File: src/rtl/ahb_pkg.sv
// Shared definitions for the AHB memory-subsystem arbiter slice.
package ahb_pkg;

   // Arbiter ownership states, one-hot encoded so each grant is a single flop bit.
   typedef enum logic [2:0] {
      IDLE     = 3'b001,
      GRANT_M0 = 3'b010,
      GRANT_M1 = 3'b100
   } arb_state_e;

   localparam logic HTRANS_IDLE   = 1'b0;
   localparam logic HTRANS_ACTIVE = 1'b1;

endpackage : ahb_pkg

File: src/rtl/ahb_bus_mux.sv
// Combinational 2:1 steering of the address phase (by grant owner) and the
// write-data phase (by data-phase owner) from two masters onto the slave side.
module ahb_bus_mux
   import ahb_pkg::*;
#(
   parameter int ADDR_W = 31,
   parameter int DATA_W = 32
) (
   input  logic              addr_en,
   input  logic              addr_sel,
   input  logic              data_sel,
   input  logic [ADDR_W-1:0] HADDR0,
   input  logic [ADDR_W-1:0] HADDR1,
   input  logic              HWRITE0,
   input  logic              HWRITE1,
   input  logic              HTRANS0,
   input  logic              HTRANS1,
   input  logic              HBURST0,
   input  logic              HBURST1,
   input  logic [DATA_W-1:0] HWDATA0,
   input  logic [DATA_W-1:0] HWDATA1,
   output logic [ADDR_W-1:0] HADDR,
   output logic              HWRITE,
   output logic              HTRANS,
   output logic              HBURST,
   output logic [DATA_W-1:0] HWDATA
);

   // Address-phase select; with no owner the slave sees a quiet idle bus.
   always_comb begin
      HADDR  = '0;
      HWRITE = 1'b0;
      HTRANS = HTRANS_IDLE;
      HBURST = 1'b0;
      if (!addr_en) begin
         HADDR  = '0;
         HWRITE = 1'b0;
         HTRANS = HTRANS_IDLE;
         HBURST = 1'b0;
      end else if (addr_sel) begin
         HADDR  = HADDR1;
         HWRITE = HWRITE1;
         HTRANS = HTRANS1;
         HBURST = HBURST1;
      end else begin
         HADDR  = HADDR0;
         HWRITE = HWRITE0;
         HTRANS = HTRANS0;
         HBURST = HBURST0;
      end
   end

   // Write-data select follows the owner of the data phase, which lags the grant.
   always_comb begin
      HWDATA = HWDATA0;
      if (data_sel) begin
         HWDATA = HWDATA1;
      end else begin
         HWDATA = HWDATA0;
      end
   end

endmodule : ahb_bus_mux

File: src/rtl/ahb_arbiter.sv
// Two-master round-robin AHB arbiter with forced release after MAX_BEATS
// consecutive active beats when the other master is waiting.
module ahb_arbiter
   import ahb_pkg::*;
#(
   parameter int ADDR_W    = 31,
   parameter int DATA_W    = 32,
   parameter int MAX_BEATS = 16
) (
   input  logic              HCLK,
   input  logic              HRESETn,
   input  logic              HBUSREQ0,
   input  logic              HBUSREQ1,
   input  logic [ADDR_W-1:0] HADDR0,
   input  logic [ADDR_W-1:0] HADDR1,
   input  logic              HWRITE0,
   input  logic              HWRITE1,
   input  logic              HTRANS0,
   input  logic              HTRANS1,
   input  logic              HBURST0,
   input  logic              HBURST1,
   input  logic [DATA_W-1:0] HWDATA0,
   input  logic [DATA_W-1:0] HWDATA1,
   output logic              HGRANT0,
   output logic              HGRANT1,
   output logic              HMASTER,
   output logic [ADDR_W-1:0] HADDR,
   output logic              HWRITE,
   output logic              HTRANS,
   output logic              HBURST,
   output logic [DATA_W-1:0] HWDATA,
   input  logic              HREADY_IN,
   input  logic [DATA_W-1:0] HRDATA_IN,
   output logic              HREADY,
   output logic [DATA_W-1:0] HRDATA
);

   localparam int CNT_W = (MAX_BEATS > 2) ? $clog2(MAX_BEATS) : 1;
   localparam logic [CNT_W-1:0] BEAT_LAST = CNT_W'(MAX_BEATS - 1);

   arb_state_e       state_r;
   arb_state_e       state_s;
   logic             rr_last_r;
   logic             rr_last_s;
   logic [CNT_W-1:0] beat_cnt_r;
   logic [CNT_W-1:0] beat_cnt_s;
   logic             data_owner_r;
   logic             beat_last_s;

   assign beat_last_s = (beat_cnt_r == BEAT_LAST);

   // Grants and owner index decode straight from the one-hot state flops.
   assign HGRANT0 = (state_r == GRANT_M0);
   assign HGRANT1 = (state_r == GRANT_M1);
   assign HMASTER = (state_r == GRANT_M1);

   // Slave responses are shared by both masters.
   assign HREADY = HREADY_IN;
   assign HRDATA = HRDATA_IN;

   ahb_bus_mux #(
      .ADDR_W (ADDR_W),
      .DATA_W (DATA_W)
   ) u_bus_mux (
      .addr_en  (state_r != IDLE),
      .addr_sel (HMASTER),
      .data_sel (data_owner_r),
      .HADDR0   (HADDR0),
      .HADDR1   (HADDR1),
      .HWRITE0  (HWRITE0),
      .HWRITE1  (HWRITE1),
      .HTRANS0  (HTRANS0),
      .HTRANS1  (HTRANS1),
      .HBURST0  (HBURST0),
      .HBURST1  (HBURST1),
      .HWDATA0  (HWDATA0),
      .HWDATA1  (HWDATA1),
      .HADDR    (HADDR),
      .HWRITE   (HWRITE),
      .HTRANS   (HTRANS),
      .HBURST   (HBURST),
      .HWDATA   (HWDATA)
   );

   // Next ownership: round-robin on ties, release only at burst end or beat limit.
   always_comb begin
      state_s = state_r;
      case (state_r)
         IDLE: begin
            if (HBUSREQ0 && HBUSREQ1) begin
               state_s = rr_last_r ? GRANT_M0 : GRANT_M1;
            end else if (HBUSREQ0) begin
               state_s = GRANT_M0;
            end else if (HBUSREQ1) begin
               state_s = GRANT_M1;
            end else begin
               state_s = IDLE;
            end
         end
         GRANT_M0: begin
            if ((!HBURST0 || beat_last_s) && HBUSREQ1) begin
               state_s = GRANT_M1;
            end else if (!HBUSREQ0 && !HBUSREQ1) begin
               state_s = IDLE;
            end else begin
               state_s = GRANT_M0;
            end
         end
         GRANT_M1: begin
            if ((!HBURST1 || beat_last_s) && HBUSREQ0) begin
               state_s = GRANT_M0;
            end else if (!HBUSREQ1 && !HBUSREQ0) begin
               state_s = IDLE;
            end else begin
               state_s = GRANT_M1;
            end
         end
         default: begin
            state_s = IDLE;
         end
      endcase
   end

   // Pointer and beat counter follow the chosen next state.
   always_comb begin
      rr_last_s  = rr_last_r;
      beat_cnt_s = beat_cnt_r;
      if (state_s == GRANT_M0) begin
         rr_last_s = 1'b0;
      end else if (state_s == GRANT_M1) begin
         rr_last_s = 1'b1;
      end else begin
         rr_last_s = rr_last_r;
      end
      if (state_s != state_r) begin
         beat_cnt_s = '0;
      end else if ((HTRANS == HTRANS_ACTIVE) && !beat_last_s) begin
         beat_cnt_s = beat_cnt_r + CNT_W'(1);
      end else begin
         beat_cnt_s = beat_cnt_r;
      end
   end

   // Arbitration state advances only when the slave completes a transfer.
   always_ff @(posedge HCLK or negedge HRESETn) begin
      if (!HRESETn) begin
         state_r      <= IDLE;
         rr_last_r    <= 1'b1;
         beat_cnt_r   <= '0;
         data_owner_r <= 1'b0;
      end else if (HREADY_IN) begin
         state_r      <= state_s;
         rr_last_r    <= rr_last_s;
         beat_cnt_r   <= beat_cnt_s;
         data_owner_r <= HMASTER;
      end else begin
         state_r      <= state_r;
         rr_last_r    <= rr_last_r;
         beat_cnt_r   <= beat_cnt_r;
         data_owner_r <= data_owner_r;
      end
   end

endmodule : ahb_arbiter

File: config.mk
export PLATFORM = sky130hd
export DESIGN_NAME = ahb_arbiter
export DESIGN_NICKNAME = d
export VERILOG_FILES = /design/src/rtl/ahb_pkg.sv /design/src/rtl/ahb_bus_mux.sv /design/src/rtl/ahb_arbiter.sv
export SDC_FILE = /design/constraint.sdc
export NUM_CORES = 1
export LEC_CHECK = 0
export CAP_MARGIN = 15
export CORE_AREA = 2 2 105 107
export DETAILED_ROUTE_END_ITERATION = 7
export DIE_AREA = 0 0 107 109
export DONT_BUFFER_PORTS = 1
export HOLD_SLACK_MARGIN = 0.05
export PLACE_DENSITY = 0.36
export SYNTH_ARGS = -nofsm -noshare
export SYNTH_HDL_FRONTEND = slang
export SYNTH_HIERARCHICAL = 1
export SYNTH_SLANG_ARGS = --single-unit
File: constraint.sdc
create_clock -name HCLK -period 2.5 [get_ports HCLK]
set_input_delay 0.25 -clock HCLK [delete_from_list [all_inputs] [get_ports HCLK]]
set_output_delay 0.25 -clock HCLK [all_outputs]
set_load 0.01 [all_outputs]
==> images/met1.png <==
Scale bar: 20 µm.
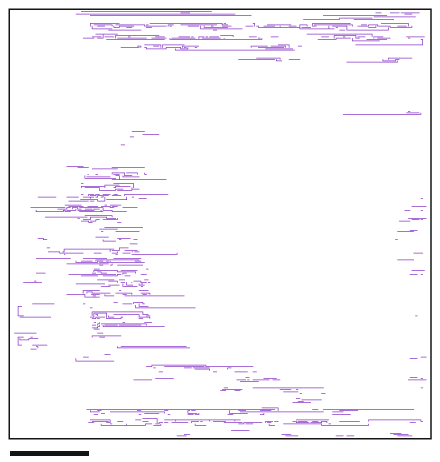
The longest straight run is 47.8 µm. 270 nets have wire on it.

==> images/met2.png <==
Scale bar: 20 µm. Cells faint in the background.
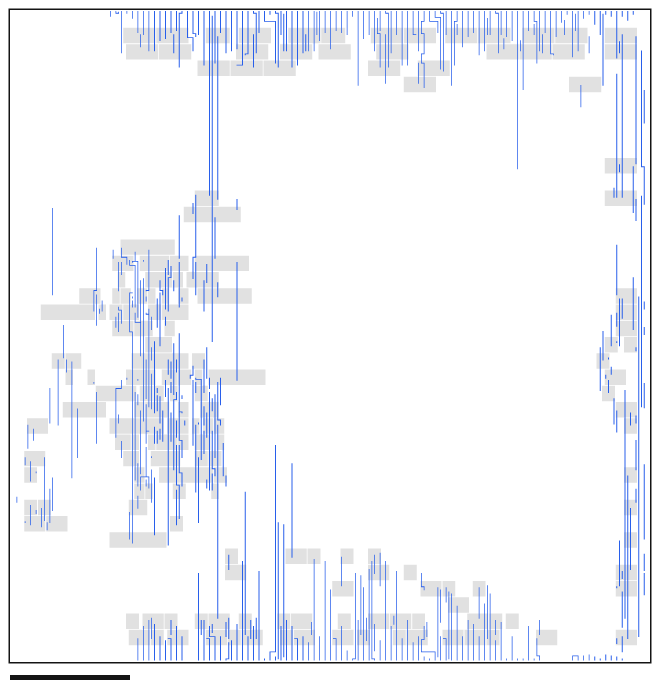
The wires run mostly vertical. The longest straight run is 56.8 µm.

==> impl.org <==
* Flow results

** Final layout
- The flow measured a signed area growth from synthesis to layout of -7.10%.
- Leading cell types in the layout, fill and taps excluded :: 36 x sky130_fd_sc_hd__nor2b_1, 35 x sky130_fd_sc_hd__mux2i_1, 31 x sky130_fd_sc_hd__mux2_4
- Ant. Diodes :: 0
- In the final layout, the fill cell count is 1,166.
- The final layout contains 346 nets.
- Utilization after layout :: 18.2%
- Sequential cell area in the final layout :: 229 µm²
- The multi-input combinational cells in the finished layout cover a total of 0.00142 mm².
- In the final layout, the share of cells above drive strength 1 is 27.4%.

** Setup path
- Per STA, the endpoint of the critical path is beat_cnt_r[0].
- Worst path cell trace :: nor3b_4, mux2i_1, nor2b_1, inv_1, nor2_1, nand2_1, nor3_1, mux2_4
- Required arrival time at the worst endpoint :: 2.68 ns
- STA classifies the critical path startpoint as a register.
- Measured in cells, the most critical reg-to-reg path has a length of 8.
- Among all stages on the critical path, the largest delay is contributed by sky130_fd_sc_hd__dfrtp_1.
- Maximum fanout along the worst path :: 6
- Setup slack, reg-to-reg :: 0.42 ns
- Largest incremental delay on the critical path :: 0.45 ns
- The worst setup path is captured at a register.

** Route
- The detail route stage leaves a number of antenna-violating nets equal to 0.
- Count of unresolved DRC violations after routing :: 0
- Total vias in the final route :: 1,396
- For this run, the detailed router's first-pass iteration total came to 5.
- TritonRoute output was used to compute an average wire per cell of 16.6 µm.
- Initial DRC Count :: 40
- Final wirelength :: 5.23 mm

** Clocking
- Clock transition at the register clock pins on the worst setup and hold paths after CTS :: 0.05 ns
- Maximum root-to-sink buffer count :: 2
- CTS tree :: built
- Counting the buffers created by CTS gives 3.
- H-Tree Level Count :: 1
- Worst skew pair latency :: 0.24 ns
- Post-CTS setup buffer count :: 0
- The number of clock sinks came to 9.

** Die
- Die span in y :: 109 µm
- Chip width :: 107 µm
- Pin placement for this block handled 271 I/O pins.
- Row generation in the floorplan step produced 38 rows.

** Final timing
- Setup TNS Final :: 0 ns
- Clock period minus worst slack :: 2.08 ns
- Number of pins exceeding their max-slew limit in the final report :: 0
- Looking at the max-slew report, the worst-margin pin has a slew of 0.942 ns.
- Worst slew slack as a fraction of its limit :: 37.2%
- In this build the clock could be raised as far as 480 MHz.
- Post-layout period usage :: 83.3%

** Place
- Detailed placement finished with a half-perimeter wire length of 4.15 mm.
- Routability-driven placement congestion ratio :: 0.705
- PortBufs :: 0

** Synthesis
- Count of different cell masters after synthesis :: 37
- Once synthesis finished, the tally of register bits stood at 9.
- Synthesis handed over a netlist of 214 instances.
- Yosys mapped a number of flops with a built-in enable equal to 0.
- Total standard cell area after synthesis :: 0.00208 mm²
- Count of yosys warnings during synthesis :: 6
- Yosys stat area :: 0.00208 mm²
- For this design, Yosys synthesis ends with a cell count of 214.
- Commonest flop :: sky130_fd_sc_hd__dfrtp_1
- Of the synthesized area, sequential elements account for 11.0%.

** Power and ir drop
- Per the power-grid run, VDD falls by no more than 0.516 mV.
- The leakage power in the latest report is 0.000697 µW.

** Outcome
- Result of the run :: complete, no violations

** Run
- Count of tool warnings :: 26

** Global route
- All-Layer GR Usage :: 7.37%
- Wire length of the first global-routing pass :: 6.80 mm
- Entering global routing, the biggest net connects 41 pins.
- Via count of the first global-routing pass :: 1,271
- Aggregate global routing overflow :: 0
layer usage:
layer	GRT usage (%)	up-vias	routed length, µm
met5	0	-	0
met4	4.92	0	205
met3	0.837	23	324
met2	11.9	68	2630
met1	9.29	664	2070
li1	-	641	-
logic make-up after synthesis:
family | after synthesis | synth area share, %
simple gates | 61 | 17.9
compound gates | 22 | 8.79
mux | 69 | 40.9
flops | 9 | 11.0
fa+ha+maj | 1 | 0.602
buf+inv | 52 | 20.9
power breakdown:
part | leakage, µW | switching [µW] | internal, µW
sequential | 0.000114 | 126 | 192
clock | 0.0000228 | 65.6 | 112
combinational | 0.000560 | 575 | 544
total | 0.000697 | 766 | 848
flip-flops by register name, summed over array words and instances (netlist names):
name	cells
beat_cnt_r	4
data_owner_r	1
rr_last_r	1
state_r	3
layout make-up:
cell class	instances	share of cell area (%)
Timing Repair Buffer	3	1.94
Clock buffer	4	2.33
Tap cell	140	9.07
Multi-Input combinational cell	153	73.6
Sequential cell	9	11.9
Inverter	6	1.17
synthesized netlist by cell type (2+ instances only):
cell type	count	area, µm²
sky130_fd_sc_hd__a21oi_1	4	20.0
sky130_fd_sc_hd__a22o_1	2	17.5
sky130_fd_sc_hd__a31oi_1	5	31.3
sky130_fd_sc_hd__buf_12	6	120
sky130_fd_sc_hd__buf_4	34	255
sky130_fd_sc_hd__buf_6	2	22.5
sky130_fd_sc_hd__clkbuf_1	4	15.0
sky130_fd_sc_hd__dfrtp_1	7	175
sky130_fd_sc_hd__dfstp_2	2	52.6
sky130_fd_sc_hd__inv_1	6	22.5
sky130_fd_sc_hd__mux2_2	3	33.8
sky130_fd_sc_hd__mux2_4	31	465
sky130_fd_sc_hd__mux2i_1	35	350
sky130_fd_sc_hd__nand2_1	3	11.3
sky130_fd_sc_hd__nand2b_1	2	12.5
sky130_fd_sc_hd__nand3_1	4	20.0
sky130_fd_sc_hd__nor2_1	5	18.8
sky130_fd_sc_hd__nor2b_1	36	225
sky130_fd_sc_hd__nor3_1	3	15.0
sky130_fd_sc_hd__o21ai_0	2	10.0
sky130_fd_sc_hd__or2b_1	2	15.0
worst max-delay path, delay by kind of cell (launching register included):
family	cells	cell delay, ns
flops	1	0.45
buf+inv	1	0.13
mux	2	0.31
simple gates	5	1.12
worst min path at each step:
stage	startpoint	endpoint	slack, ns	depth (start not counted)
after floorplan	HRESETn	beat_cnt_r[0]	-0.05	0
after global placement	HRESETn	beat_cnt_r[2]	-0.05	0
after detailed placement	HRESETn	beat_cnt_r[2]	-0.05	0
after CTS	HREADY_IN	state_r[2]	0.11	1
after global routing	HREADY_IN	state_r[2]	0.13	1
final	HREADY_IN	state_r[2]	0.12	1
repair_timing:
action                                  in CTS  in global routing
gates resized                                0                  0
hold endpoints to repair                     9                  0
endpoints found under the setup margin       0                  0
hold buffers                                 1                  0
per-stage QoR:
stage	hold slack, ns	power (µW)	instances	area (µm²)	setup slack [ns]
global route	0.128	1730	315	1930	0.196
CTS	0.112	1640	315	1930	0.423
global placement	-0.0452	1450	310	1880	0.487
floorplan	-0.0456	1460	214	2080	0.277
finish	0.116	1610	315	1930	0.418
detailed placement	-0.0451	1450	310	1880	0.459
No activity file was given, so power comes from the tool's default toggle rates.
